Figure 1. Wires at chosen ports, followed through buffers.
Scale: 3 px per um.
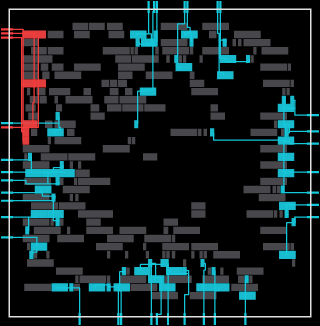
Figure 2. Routing congestion map.
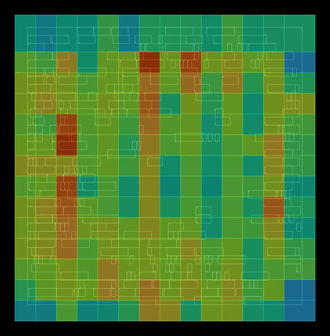
Figure 3. Placement density heat map.
Scale: 4 px per um. The die is cut into 10 by 10 equal tiles; dark blue is low, red is high, 0 to 100% covered.
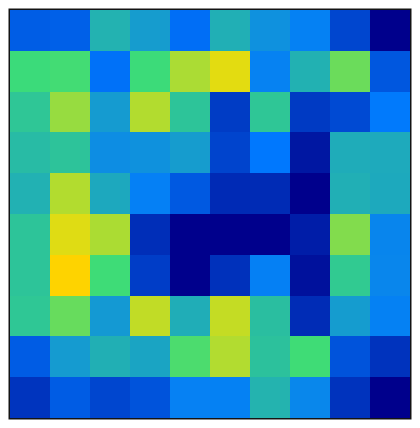
Figure 4. The metal 4 layer.
Scale: 4 px per um. Supply wires on this layer in gray.
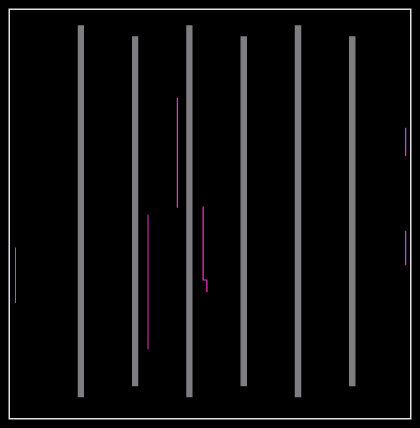
Design mem_arbiter, sky130hd; sources not shown.
==> summary.txt <==
run metrics: outcome complete, but fails checks, failing checks setup timing, DRC viols 0, DRT iter0 DRCs 72, hold depth 1, CP Class flip-flop to primary output, die height 102 um, Die ar. 10,200 um^2, CTS tree built, Worst setup EP type primary output, Max-slew headroom 73.6%, n_diodes 0, RD Place Congestion 0.699, Post-Syn Area 3000 um^2, final HPWL from detailed placement 4870 um, Arr. time, crit path 1.67 ns, fin. max-slew vios 0, top cells by count nand2_1, dfrtp_1, buf_4, placed instance area 2940 um^2, global-route wire length before repair 10,600 um, RSZ-0062 raised after global routing true, number of max-cap violations 0, Slew @ Worst Pin 0.397 ns, Yosys chip area 3000 um^2, initial antenna violation count 0, Registers, synthesis 66, Synth Flop Type dfrtp_1, total CTS buffers 9, Hold Fails Final Rpt 0, Insertion Delay late pin 0.33 ns, Area Growth Syn to Fin 13.1%, routed vias/inst 4.91, Setup crit start kind flip-flop, Core Rows 34, Area leader share 55.0%, H-tree levels 3, TNS Setup -3.57 ns, Worst IR Drop VDD 651 uV, Leak 1.64 nW, Synthesized Nets 407, worst hold slack 0.0816 ns, Data required, critical path 1.55 ns, count of tool warnings 68, top cells by area dfrtp_1, nand2_1, mux2_1, buf_4, mux2_4, Final WS setup -0.122 ns, Post-synth seq share 55.0%, syn_area_per_cell 11.2 um^2, worst-path maximum fanout 9, Synth area leader dfrtp_1, ys cells 267, largest net degree at the start of global routing 36, Die X 100 um, Synthesis Warnings 0, Post-DRT Antenna Nets 0, grt total ovfl 0, minimum clock period 2.12 ns, vias in the first global route 1,989, Pwr Density 1090 nW/um^2, Post-Syn Instances 267, final setup fails 45, post-route clock period utilization 106%, Final Instance Area 3400 um^2, post-synth cell types 24, Pre-antenna DRT Iters 4, Hold WC Path Type input port to flip-flop, final net count 389, wire per inst 19.1 um, root buf cell clkbuf_8, Reg2Reg Depth 4, total power 3.70 mW, layout cell share with drive strength beyond 1 34.3%, ys async rst share 100%, Yosys top cell by instances nand2_1, number of synthesized flops with an enable pin 0, clk slew on worst S/H paths 0.07 ns, clk buf depth 2, fmax 471 MHz, Worst R2R Setup Slack 0.53 ns, CTS Sinks 66
## Picture notes: Figure 1
| port | color | bits | direction | end cells | buffers | wire |
|---|---|---|---|---|---|---|
| d_w | red | 4 | input | 6 | 0 | 155 um |
| sram_rdata | cyan | 32 | input | 64 | 0 | 663 um |
I/O Pins: 255
tally of buffers added on design ports: 0

## Picture notes: Figure 2
Tot GR Track Use: 13.6%
Most Used Layer, Global Route: met2
post-layout util: 40.1%
M3 GR Usage: 7.92%

## Picture notes: Figure 3
emptiest ninth of the die: middle
fullest tile: 76%
densest ninth of the die: left middle
mean over tiles: 32%
Init Core Util: 35.5%
Core ar.: 8470 um^2

## Picture notes: Figure 4
longest straight run: 33.3 um
wire length on this layer: 111 um
via count: 1,776
drt total wl: 6910 um

==> layer usage <==
metal / GRT usage (%) / share of wire (%) / vias to the layer above
li1: - / - / 789
met3: 7.92 / 11 / 14
met2: 22.6 / 50 / 106
met1: 14.5 / 37 / 867
met4: 5.08 / 1.6 / 0
met5: 0 / 0 / -
==> what timing repair did <==
| item | 4_1_cts | 5_1_grt |
|---|---|---|
| gates resized | 71 | 9 |
| hold endpoints to repair | 35 | 0 |
| hold buffers | 1 | 0 |
| cloned | 1 | 0 |
| endpoints found under the setup margin | 42 | 81 |
| setup buffers | 1 | 3 |
| pin swaps | 1 | 1 |
==> cells in the final DEF (no fill, tap or decap) <==
cell,count
bufbuf_16,1
inv_6,2
clkinvlp_4,2
nand2b_4,1
clkbuf_8,10
nand2b_1,1
and2_2,1
clkinv_2,2
nand2_1,93
clkinv_4,1
a21oi_2,1
buf_12,4
clkinv_1,1
a2111oi_4,1
dfrtp_1,66
nor3_2,1
dlygate4sd3_1,1
nor3b_1,1
buf_6,1
mux2_4,44
nor4_4,2
bufinv_16,1
nor2b_4,1
and2_1,3
nand2_2,3
buf_4,8
a211o_1,1
==> area by class of cell <==
class	instances	area (um^2)
flip-flops and latches	66	1650
clock buffers	10	138
inverters	3	20.0
repair buffers	15	194
fillers	832	5070
well taps	108	135
clock inverters	6	65.1
multi-input cells	154	1190
==> critical path, cell delays in order (launching register included) <==
cell and delay [ns]:
dfrtp_1 0.41, nand2b_4 0.10, inv_6 0.04, a2111oi_4 0.23, buf_6 0.21, mux2_4 0.33
==> stage by stage <==
stage / cells / setup slack (ns)
global route: 362 / -0.228
global placement: 341 / 0.0902
floorplan: 267 / 0.0805
finish: 362 / -0.122
detailed placement: 341 / 0.0778
CTS: 360 / -0.183
==> cell families after synthesis <==
family | share of synthesized area [%]
AND/OR/NAND/NOR | 15.4
AND-OR/OR-AND | 1.38
flip-flops | 55.0
multiplexers | 17.6
buffers and inverters | 10.6
==> report_power, final <==
| group | internal [mW] | switching (mW) |
|---|---|---|
| combinational | 0.368 | 0.501 |
| clock | 0.612 | 0.527 |
| sequential | 1.62 | 0.0796 |
| total | 2.60 | 1.11 |
Power and IR drop assume default switching activity.
